<file path="src/rtl/eth_pkt_arb.sv">
// Two-input packet-atomic round-robin arbiter for the 64-bit packet stream.
// A 2-entry output FIFO decouples m_ready from the source ready signals.
module eth_pkt_arb #(
  parameter int DATA_W  = 64,
  parameter int EMPTY_W = 3,
  parameter int CNT_W   = 16
) (
  input  logic               clk,
  input  logic               rst,
  input  logic               s0_valid,
  input  logic               s0_sop,
  input  logic               s0_eop,
  input  logic               s0_error,
  input  logic [DATA_W-1:0]  s0_data,
  input  logic [EMPTY_W-1:0] s0_empty,
  output logic               s0_ready,
  input  logic               s1_valid,
  input  logic               s1_sop,
  input  logic               s1_eop,
  input  logic               s1_error,
  input  logic [DATA_W-1:0]  s1_data,
  input  logic [EMPTY_W-1:0] s1_empty,
  output logic               s1_ready,
  output logic               m_valid,
  output logic               m_sop,
  output logic               m_eop,
  output logic               m_error,
  output logic [DATA_W-1:0]  m_data,
  output logic [EMPTY_W-1:0] m_empty,
  input  logic               m_ready,
  output logic [1:0]         grant,
  output logic [1:0]         drop,
  output logic [CNT_W-1:0]   pkt_cnt0,
  output logic [CNT_W-1:0]   pkt_cnt1
);

  // Encoding doubles as the one-hot grant vector.
  typedef enum logic [1:0] {
    IDLE = 2'b00,
    GNT0 = 2'b01,
    GNT1 = 2'b10
  } state_e;

  typedef struct packed {
    logic               sop;
    logic               eop;
    logic               error;
    logic [EMPTY_W-1:0] empty;
    logic [DATA_W-1:0]  data;
  } word_t;

  state_e           state_q, state_d;
  logic             last_q, last_d;
  word_t            buf_q [2];
  logic             rd_ptr_q, wr_ptr_q;
  logic [1:0]       cnt_q, cnt_d;
  logic [CNT_W-1:0] pkt_cnt0_q, pkt_cnt1_q;

  logic  push, pop, inc0, inc1;
  word_t push_word;
  word_t head;

  always_comb begin
    state_d   = state_q;
    last_d    = last_q;
    s0_ready  = 1'b0;
    s1_ready  = 1'b0;
    drop      = 2'b00;
    push      = 1'b0;
    inc0      = 1'b0;
    inc1      = 1'b0;
    push_word = '{sop: s0_sop, eop: s0_eop, error: s0_error, empty: s0_empty, data: s0_data};
    if (state_q == GNT1)
      push_word = '{sop: s1_sop, eop: s1_eop, error: s1_error, empty: s1_empty, data: s1_data};

    unique case (state_q)
      IDLE: begin
        // Mid-packet words seen while idle are accepted and thrown away.
        s0_ready = s0_valid & ~s0_sop;
        s1_ready = s1_valid & ~s1_sop;
        drop     = {s1_ready, s0_ready};
        if (s0_valid && s0_sop && s1_valid && s1_sop)
          state_d = last_q ? GNT0 : GNT1;
        else if (s0_valid && s0_sop)
          state_d = GNT0;
        else if (s1_valid && s1_sop)
          state_d = GNT1;
      end
      GNT0: begin
        s0_ready = (cnt_q != 2'd2);
        push     = s0_valid & s0_ready;
        if (push && s0_eop) begin
          state_d = IDLE;
          last_d  = 1'b0;
          inc0    = 1'b1;
        end
      end
      GNT1: begin
        s1_ready = (cnt_q != 2'd2);
        push     = s1_valid & s1_ready;
        if (push && s1_eop) begin
          state_d = IDLE;
          last_d  = 1'b1;
          inc1    = 1'b1;
        end
      end
      default: state_d = IDLE;
    endcase

    pop   = (cnt_q != 2'd0) & m_ready;
    cnt_d = cnt_q + 2'(push) - 2'(pop);
  end

  always_ff @(posedge clk or posedge rst) begin
    if (rst) begin
      state_q    <= IDLE;
      last_q     <= 1'b1;
      buf_q      <= '{default: '0};
      rd_ptr_q   <= 1'b0;
      wr_ptr_q   <= 1'b0;
      cnt_q      <= '0;
      pkt_cnt0_q <= '0;
      pkt_cnt1_q <= '0;
    end else begin
      state_q  <= state_d;
      last_q   <= last_d;
      cnt_q    <= cnt_d;
      rd_ptr_q <= rd_ptr_q ^ pop;
      wr_ptr_q <= wr_ptr_q ^ push;
      if (push)
        buf_q[wr_ptr_q] <= push_word;
      if (inc0)
        pkt_cnt0_q <= pkt_cnt0_q + CNT_W'(1);
      if (inc1)
        pkt_cnt1_q <= pkt_cnt1_q + CNT_W'(1);
    end
  end

  assign head     = buf_q[rd_ptr_q];
  assign m_valid  = (cnt_q != 2'd0);
  assign m_sop    = head.sop;
  assign m_eop    = head.eop;
  assign m_error  = head.error;
  assign m_empty  = head.empty;
  assign m_data   = head.data;
  assign grant    = state_q;
  assign pkt_cnt0 = pkt_cnt0_q;
  assign pkt_cnt1 = pkt_cnt1_q;

endmodule
</file>
<file path="config.mk">
export PLATFORM = sky130hd
export DESIGN_NAME = eth_pkt_arb
export DESIGN_NICKNAME = d
export VERILOG_FILES = /design/src/rtl/eth_pkt_arb.sv
export SDC_FILE = /design/constraint.sdc
export NUM_CORES = 1
export LEC_CHECK = 0
export CAP_MARGIN = 25
export CORE_MARGIN = 2
export CORE_UTILIZATION = 40
export CTS_CLUSTER_DIAMETER = 40
export DETAILED_ROUTE_END_ITERATION = 10
export GPL_TIMING_DRIVEN = 1
export PLACE_DENSITY = 0.68
export SLEW_MARGIN = 20
export SYNTH_ARGS = -nofsm -noshare
export SYNTH_HDL_FRONTEND = slang
export SYNTH_SLANG_ARGS = --single-unit
</file>
<file path="constraint.sdc">
create_clock -name clk -period 8.1 [get_ports clk]
set_input_delay 2.025 -clock clk [delete_from_list [all_inputs] [get_ports clk]]
set_output_delay 2.025 -clock clk [all_outputs]
set_load 0.03 [all_outputs]
</file>
Figure 1. Wires at chosen ports, followed through buffers (run 1).
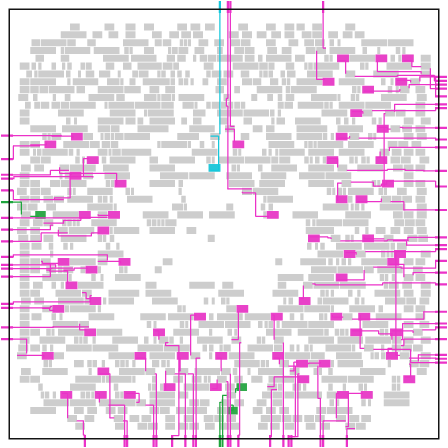
[cyan] `m_eop` | bits: 1 | direction: output | edge: north | end cells: 1 | wire: 60.3 um
[green] `s1_empty` | bits: 3 | direction: input | edge: 2 south, 1 west | end cells: 3 | wire: 45.1 um
[magenta] `m_data` | bits: 64 | direction: output | edge: 26 east, 19 south, 16 west, 3 north | end cells: 64 | wire: 2040 um
PortBufs: 253
# IOs: 254

Figure 2. Pin placement (run 1).
Pins as bars across the die edge, other pins in gray.
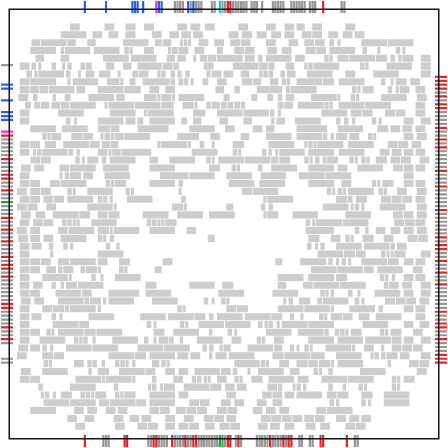
[magenta] `grant` | pins: 2 | direction: output | edge: 1 north, 1 west
[red] `m_data` | pins: 64 | direction: output | edge: 26 east, 19 south, 16 west, 3 north
[green] `s1_empty` | pins: 3 | direction: input | edge: 2 south, 1 west
[cyan] `m_eop` | pins: 1 | direction: output | edge: north
[blue] `pkt_cnt0` | pins: 16 | direction: output | edge: 10 north, 6 west
die width: 149 um
die span in y: 149 um

Figure 3. Wiring by layer (run 1).
The bar under the picture is 50 um long.
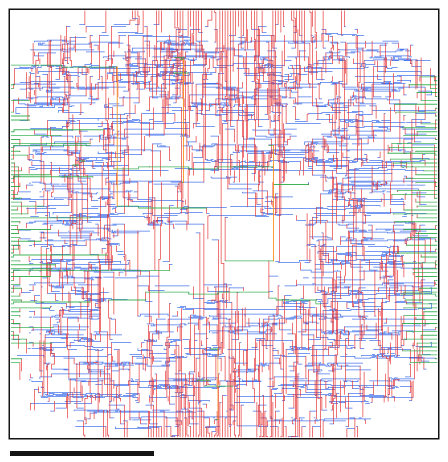
[red] metal 2 | wire length: 9370 um
[green] metal 3 | wire length: 1380 um
[orange] metal 4 | wire length: 156 um
[blue] metal 1 | wire length: 9070 um
GRT Overall Usage: 18.2%
total via count after detailed routing: 6319
Post-Route WL: 20000 um
drt wl/cell: 15.4 um

Figure 4. Clock wires, drivers and flops (run 1).
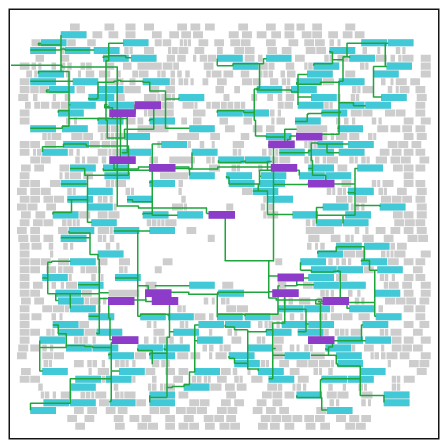
[cyan] flip-flops | count: 179
[green] clock wires | length: 2210 um
[purple] clock drivers | count: 17
flops lie: widely spread
Final Skew: 0.0137 ns
Clock group: 845 uW
clock share of power: 17.3%
clock latency on the worst-skew pair: 0.42 ns

==> Slide: Implementation Results, run 1 <==
Flow Results at a Glance

Setup path
  • Crit path DAT: 3.58 ns
  • Critical path required time: 6.08 ns
  • Crit Path Max Fanout: 6
  • Crit. End Element: primary output
  • Worst setup path class: in2out
  • Startpoint types: input port

Job
  • Max-Cap Viols: 0
  • Total tool warning count: 28

Synthesis
  • YS warnings: 0
  • Syn avg cell area: 10.7 um2
  • Post-synth seq share: 53.5%
  • Post-synth EDFFs: 0
  • Yosys cell count: 782
  • Synth Cell Area: 0.00838 mm2
  • Synth cell types: 36
  • Max-area cell share: 53.2%
  • Area reported by Yosys stat: 0.00838 mm2
  • Cell type with the largest total area: dfrtp_1
  • Gate Count Post-Synth: 782
  • #FFs+latches synth: 179
  • Largest cells by area: dfrtp_1 (53%), mux2_2 (9.7%), mux2i_1 (8.6%), a21oi_1 (4.3%), nand2_1 (3.7%)
  • Main synth FF type: dfrtp_1
  • Syn_nets: 934
  • Ys async rst share: 100%
  • Most numerous cell in the Yosys netlist: dfrtp_1
  • Top cells by count, synth: dfrtp_1 (178), nand2_1 (83), nor2_1 (80)

Pwr
  • Peak supply drop: 0.000214 V
  • Pwr/cell area: 416 mW/mm2
  • Leak: 0.00511 uW
  • Tot Pwr: 4880 uW

Clock tree
  • CTS Root Buffer Type: clkbuf_16
  • # clock sinks: 179
  • Post-CTS Repair Setup Buffers: 0
  • Clk buf depth: 2
  • H-tree Lvls: 4
  • CTS tree: yes
  • CTS Buf Count: 17
  • Cells resized by post-CTS repair: 0
  • Clk slew on worst S/H paths: 0.06 ns
  • Hold_buf cts: 0

Place
  • Detailed placement HPWL: 13800 um
  • Routability congestion estimate: 0.777
  • Placed insts: 1261

Global route
  • Largest net degree at the start of global routing: 80
  • Vias in the first global route: 6323
  • First-pass GRT wire length: 32200 um
  • Met2 Use GR: 29.7%
  • Met3 usage in global routing: 5.77%
  • Met1 Resource Use GR: 23.7%
  • Initial antenna violation count: 0
  • Grt ovf: 0
  • Global route hottest layer: met2

Layout
  • Antenna cells: 0
  • Final Util: 57.6%
  • Layout area overhead: 40.1%
  • NumNets Final: 1164
  • Fillers: 1766
  • Proportion of layout cells with a drive suffix above 1: 11.6%
  • Finished Layout Cells: 1294

Outcome
  • Status: complete, no violations

Drt
  • First-pass DRT Iterations: 6
  • Vias per cell: 4.88
  • DR iter-0 viols: 198
  • Final ANT Viol Nets: 0
  • DRC viols: 0

STA
  • Fmax: 178 MHz
  • Tmin final: 5.61 ns
  • Slew HR: 45.1%
  • TNS Setup: 0 ns
  • Endpoints failing setup: 0
  • Final Cycle Share: 69.2%
  • Max Transition Viols Final: 0
  • Worst hold slack: 0.477 ns
  • Worst slew pin tran: 0.821 ns
  • Hold Vio Cnt, Final: 0
  • RSZ-0062 raised after global routing: no

Floorplanning
  • Core area: 0.0204 mm2
  • Die area: 0.0221 mm2
  • Core Util at FP: 41.1%
  • Row cnt: 52

Min path
  • Hold WC Path Type: reg2reg
-- run 1: registers in the layout, summed over array words and instances (netlist names) --
register,cells
buf_q,140
cnt_q,2
grant,2
last_q,1
pkt_cnt0,16
pkt_cnt1,16
rd_ptr_q,1
wr_ptr_q,1
-- run 1: power breakdown --
part           switching [uW]  leakage [uW]  internal [uW]
registers                 209       0.00221           1260
logic                    1430       0.00262           1140
clock network             349      0.000285            496
total                    1990       0.00511           2890
-- run 1: area by class of cell --
| type | instances | area [um2] | share of cell area, % |
|---|---|---|---|
| clock inverters | 11 | 155 | 1.32 |
| well taps | 270 | 338 | 2.88 |
| clock buffers | 20 | 447 | 3.81 |
| inverters | 7 | 31.3 | 0.267 |
| repair buffers | 260 | 2630 | 22.4 |
| flip-flops and latches | 179 | 4480 | 38.2 |
| multi-input cells | 547 | 3650 | 31.1 |
-- run 1: cell usage in the layout, fill, tap and decap left out, types with 3 or more instances in the layout --
cell type        synthesis  layout
a21oi_1                 72      72
and3_1                   9       9
buf_4                    9       5
bufinv_16                0       3
clkbuf_16                0      17
clkdlybuf4s50_1          0     253
clkinvlp_4               0       3
dfrtp_1                178     177
ha_1                     7       5
inv_1                    7       6
mux2_2                  72      72
mux2i_1                 72      72
nand2_1                 83      83
nand3_1                 15      15
nand4_1                 10      10
nor2_1                  80      80
nor3_1                   5       5
o21ai_0                 43      43
o21ai_1                 30      30
xnor2_1                 24      24
xor2_1                  10      10
-- run 1: critical path: stages --
cell,delay (ns)
clkdlybuf4s50_1,0.57
and3b_1,0.21
a21o_1,0.09
clkdlybuf4s50_1,0.68
-- run 1: stage by stage --
step,setup slack (ns),instance area (um2)
after global placement,2.54,11100
after floorplan,1.22,8380
after global routing,2.44,11700
final,2.49,11700
after CTS,2.49,11700
after detailed placement,2.50,11100
-- run 1: path summary, 6_finish.rpt --
path | endpoint | cells past startpoint | slack, ns | startpoint
worst max-delay path | s0_ready | 4 | 2.49 | s0_valid
worst min-delay path | buf_q[59] | 2 | 0.48 | buf_q[59]
worst max register to register | buf_q[115] | 8 | 4.58 | grant[0]
worst min register to register | buf_q[59] | 2 | 0.48 | buf_q[59]
max in group asynchronous | buf_q[64] | 4 | 4.97 | rst
min in group asynchronous | pkt_cnt1[15] | 2 | 2.05 | rst
-- run 1: layer usage --
| layer | part of all wire, % | vias up |
|---|---|---|
| met5 | 0 | - |
| met4 | 0.78 | 0 |
| met3 | 6.9 | 10 |
| met2 | 47 | 168 |
| met1 | 45 | 2979 |
| li1 | - | 3162 |
-- run 1: cell families after synthesis --
kind of cell,Yosys count,synth area share (%)
xor gates and xnor gates,34,3.56
and+or+nand+nor,213,11.3
AOI/OAI and AO/OA,149,9.05
adders and majority gates,7,1.05
muxes,144,18.3
DFF,179,53.5
buffers and inverters,56,3.29
## Run 2: what changed since run 1
Settings changed: PLACE_DENSITY 0.68 to 0.71.
Clock period 8.1 ns to 4.75 ns, I/O delays scaled along.
==> Slide: Implementation Results, run 2 <==
Flow Results at a Glance

Setup path
  • Crit. End Element: primary output
  • Worst setup path class: in2out
  • CP delay by family, top: buffers and inverters
  • Critical path required time: 3.56 ns (-2.52 ns)
  • Startpoint types: input port
  • Crit Path Max Fanout: 6 (unchanged)
  • Crit-path slowest cell: clkdlybuf4s50_1
  • R2R depth: 7 (-1)
  • Crit path DAT: 2.75 ns (-0.83 ns)
  • Crit-path cells: clkdlybuf4s50_1 -> and3b_1 -> a21o_1 -> clkdlybuf4s50_1
  • CP Buf/Inv Count: 2 (unchanged)
  • Worst path depth: 4 (unchanged)
  • Crit-path max cell delay: 0.66 ns (-0.02 ns)

Outcome
  • Status: complete, no violations

Synthesis
  • YS warnings: 0 (unchanged)
  • Ys async rst share: 100% (unchanged)
  • Post-synth seq share: 53.5% (unchanged)
  • Gate Count Post-Synth: 782 (unchanged)
  • Max-area cell share: 53.2% (unchanged)
  • Largest cells by area: dfrtp_1 (53%), mux2_2 (9.7%), mux2i_1 (8.6%), a21oi_1 (4.3%), nand2_1 (3.7%)
  • Synth Cell Area: 0.00838 mm2 (unchanged)
  • Cell type with the largest total area: dfrtp_1
  • Most numerous cell in the Yosys netlist: dfrtp_1
  • Post-synth EDFFs: 0 (unchanged)
  • Main synth FF type: dfrtp_1
  • Yosys cell count: 782 (unchanged)
  • Top cells by count, synth: dfrtp_1 (178), nand2_1 (83), nor2_1 (80)

Global route
  • Largest net degree at the start of global routing: 88 (+10%)
  • First-pass GRT wire length: 32300 um (+0.37%)
  • Grt ovf: 0 (unchanged)
  • GRT Overall Usage: 18.3% (+0.19 points)
  • Vias in the first global route: 6394 (+1.1%)
  • Initial antenna violation count: 0 (unchanged)

Place
  • Detailed placement HPWL: 13700 um (-0.90%)
  • Placement Setup Slack: 0.829 ns (-1.67 ns)
  • Routability congestion estimate: 0.782 (+0.57%)

Clock tree
  • Clock latency on the worst-skew pair: 0.43 ns (about the same)
  • Clk buf depth: 2 (unchanged)
  • Clk slew on worst S/H paths: 0.07 ns (about the same)
  • CTS Buf Count: 17 (unchanged)
  • # clock sinks: 179 (unchanged)
  • Post-CTS Repair Setup Buffers: 0 (unchanged)
  • Hold_buf cts: 0 (unchanged)
  • Cells resized by post-CTS repair: 0 (unchanged)
  • CTS Root Buffer Type: clkbuf_16
  • H-tree Lvls: 4 (unchanged)

Layout
  • Layout area overhead: 39.8%
  • Max reg flops: 140 (unchanged)
  • Proportion of layout cells with a drive suffix above 1: 12.1% (+0.44 points)
  • Antenna cells: 0 (unchanged)
  • Most numerous logic cells after layout: clkdlybuf4s50_1 (253), dfrtp_1 (177), nand2_1 (83)
  • Logic area: 0.00365 mm2 (unchanged)
  • Fillers: 1775 (+0.51%)
  • Most numerous logic cell after layout: clkdlybuf4s50_1
  • NumNets Final: 1167 (+0.26%)

Min path
  • WHS Path Cells: 1 (-1)
  • Hold WC Path Type: reg2reg

STA
  • Hold Vio Cnt, Final: 0 (unchanged)
  • Slew HR: 41.5% (-3.6 points)
  • Final Cycle Share: 82.8%
  • Endpoints failing setup: 0 (unchanged)
  • Tmin final: 3.93 ns
  • Final Worst Setup Slack: 0.815 ns (-1.68 ns)
  • Worst slew pin tran: 0.875 ns (+0.0538 ns)
  • Final Skew: 0.00943 ns (-0.00425 ns)
  • TNS Setup: 0 ns (unchanged)
  • Fmax: 254 MHz
  • Max Transition Viols Final: 0 (unchanged)
  • Worst hold slack: 0.473 ns (-0.00402 ns)

Drt
  • Vias per cell: 4.89 (+0.17%)
  • DRC viols: 0 (unchanged)
  • Final ANT Viol Nets: 0 (unchanged)
  • Total via count after detailed routing: 6349 (+0.47%)
  • DR iter-0 viols: 217 (+9.6%)
  • First-pass DRT Iterations: 5 (-1)

Pwr
  • Peak supply drop: 0.000379 V (+77%)
  • Combinational power share: 52.9% (+0.2 points)
  • Pwr/cell area: 700 mW/mm2 (+68%)
  • Int Power: 4790 uW (+65%)
  • Psw: 3410 uW (+71%)
  • Clock share of power: 16.3% (-1.0 points)
  • Sequential Power Share: 30.8% (+0.8 points)

Floorplanning
  • Core Util at FP: 41.1% (unchanged)
  • Die span in y: 149 um (unchanged)
  • Row cnt: 52 (unchanged)
  • Die width: 149 um (unchanged)
  • Core area: 0.0204 mm2 (unchanged)
  • # IOs: 254 (unchanged)
  • Die area: 0.0221 mm2 (unchanged)

Job
  • Max-Cap Viols: 0 (unchanged)
  • Total tool warning count: 28 (unchanged)
-- run 2: netlist changes by cell type in the layout (fill, tap and decap cells not counted), sizes merged --
| cell | change |
|---|---|
| clkbuf | -1 |
| clkinvlp | +2 |
| inv | +5 |
| bufinv | -3 |
| buf | +3 |
| clkinv | -2 |
-- run 2: power groups by stage --
stage                     Clock (uW)  Sequential [uW]  Combinational [uW]
after floorplan                    0             2450                2950
after global placement             0             2540                4330
after detailed placement           0             2560                4370
after CTS                       1380             2530                4400
after global routing            1450             2610                4690
final                           1340             2530                4330
-- run 2: worst paths after layout --
check / startpoint / endpoint / slack, ns
worst max-delay path: s0_valid / s0_ready / 0.82
worst min-delay path: pkt_cnt0[15] / pkt_cnt0[15] / 0.47
worst max register to register: grant[1] / buf_q[30] / 2.03
worst min register to register: pkt_cnt0[15] / pkt_cnt0[15] / 0.47
max in group asynchronous: rst / rd_ptr_q / 2.54
min in group asynchronous: rst / buf_q[60] / 1.28
-- run 2: cells by family after synthesis --
| group | count (synthesis) | synth area share [%] |
|---|---|---|
| xor+xnor | 34 | 3.56 |
| mux | 144 | 18.3 |
| buf+inv | 56 | 3.29 |
| simple gates | 213 | 11.3 |
| flops | 179 | 53.5 |
| compound gates | 149 | 9.05 |
| fa+ha+maj | 7 | 1.05 |
-- run 2: worst register-to-register path, stage by stage, from the launching register on --
cell,delay [ns]
dfrtp_1,0.40
inv_1,0.09
ha_1,0.27
a22o_1,0.29
nand4_4,0.10
buf_4,0.65
buf_4,0.58
o21ai_0,0.19
-- run 2: area by class of cell --
class | instances | area share, %
clock inverters | 13 | 0.983
clock buffers | 19 | 3.78
inverters | 7 | 0.256
flip-flops and latches | 179 | 38.3
multi-input cells | 547 | 31.2
well taps | 270 | 2.89
repair buffers | 263 | 22.6
-- run 2: metal layers --
metal | up-vias | track usage [%] | part of all wire (%) | wire (um)
met1 | 2989 | 24.0 | 46 | 8940
met3 | 12 | 5.55 | 6.9 | 1350
met5 | - | 0 | 0 | 0
met2 | 186 | 30.1 | 47 | 9180
met4 | 0 | 4.29 | 0.76 | 150
li1 | 3162 | - | - | -
-- run 2: stage by stage --
step / std cells / cell area (um2) / utilization [%] / total power (uW)
floorplan: 782 / 8380 / - / 5400
finish: 1298 / 11700 / 57.5 / 8190
CTS: 1298 / 11700 / 57.5 / 8300
global placement: 1266 / 11200 / 54.8 / 6870
global route: 1298 / 11700 / 57.5 / 8750
detailed placement: 1266 / 11200 / 54.8 / 6930
Figure 5. Pin placement (run 2).
Pins as bars across the die edge, other pins in gray.
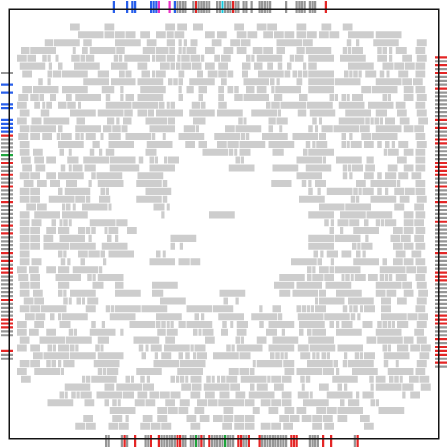
[magenta] `grant` | pins: 2 | direction: output | edge: north
[green] `s1_empty` | pins: 3 | direction: input | edge: 2 south, 1 west
[red] `m_data` | pins: 64 | direction: output | edge: 27 east, 18 south, 16 west, 3 north
[blue] `pkt_cnt0` | pins: 16 | direction: output | edge: 8 north, 8 west
[cyan] `m_eop` | pins: 1 | direction: output | edge: north
all pins by edge: 80 east, 64 west, 63 south, 47 north

Figure 6. Wiring by layer (run 2).
The bar under the picture is 50 um long.
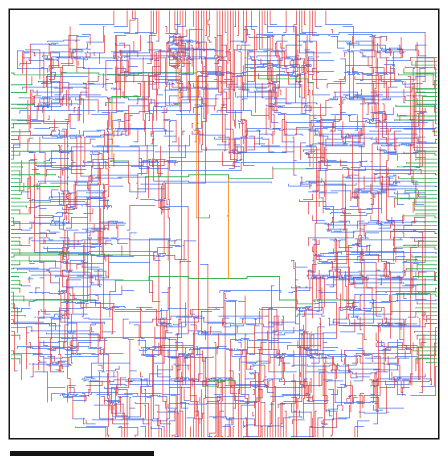
Post-Route WL: 19600 um
drt wl/cell: 15.1 um

Power is estimated from default activity; no workload was simulated.
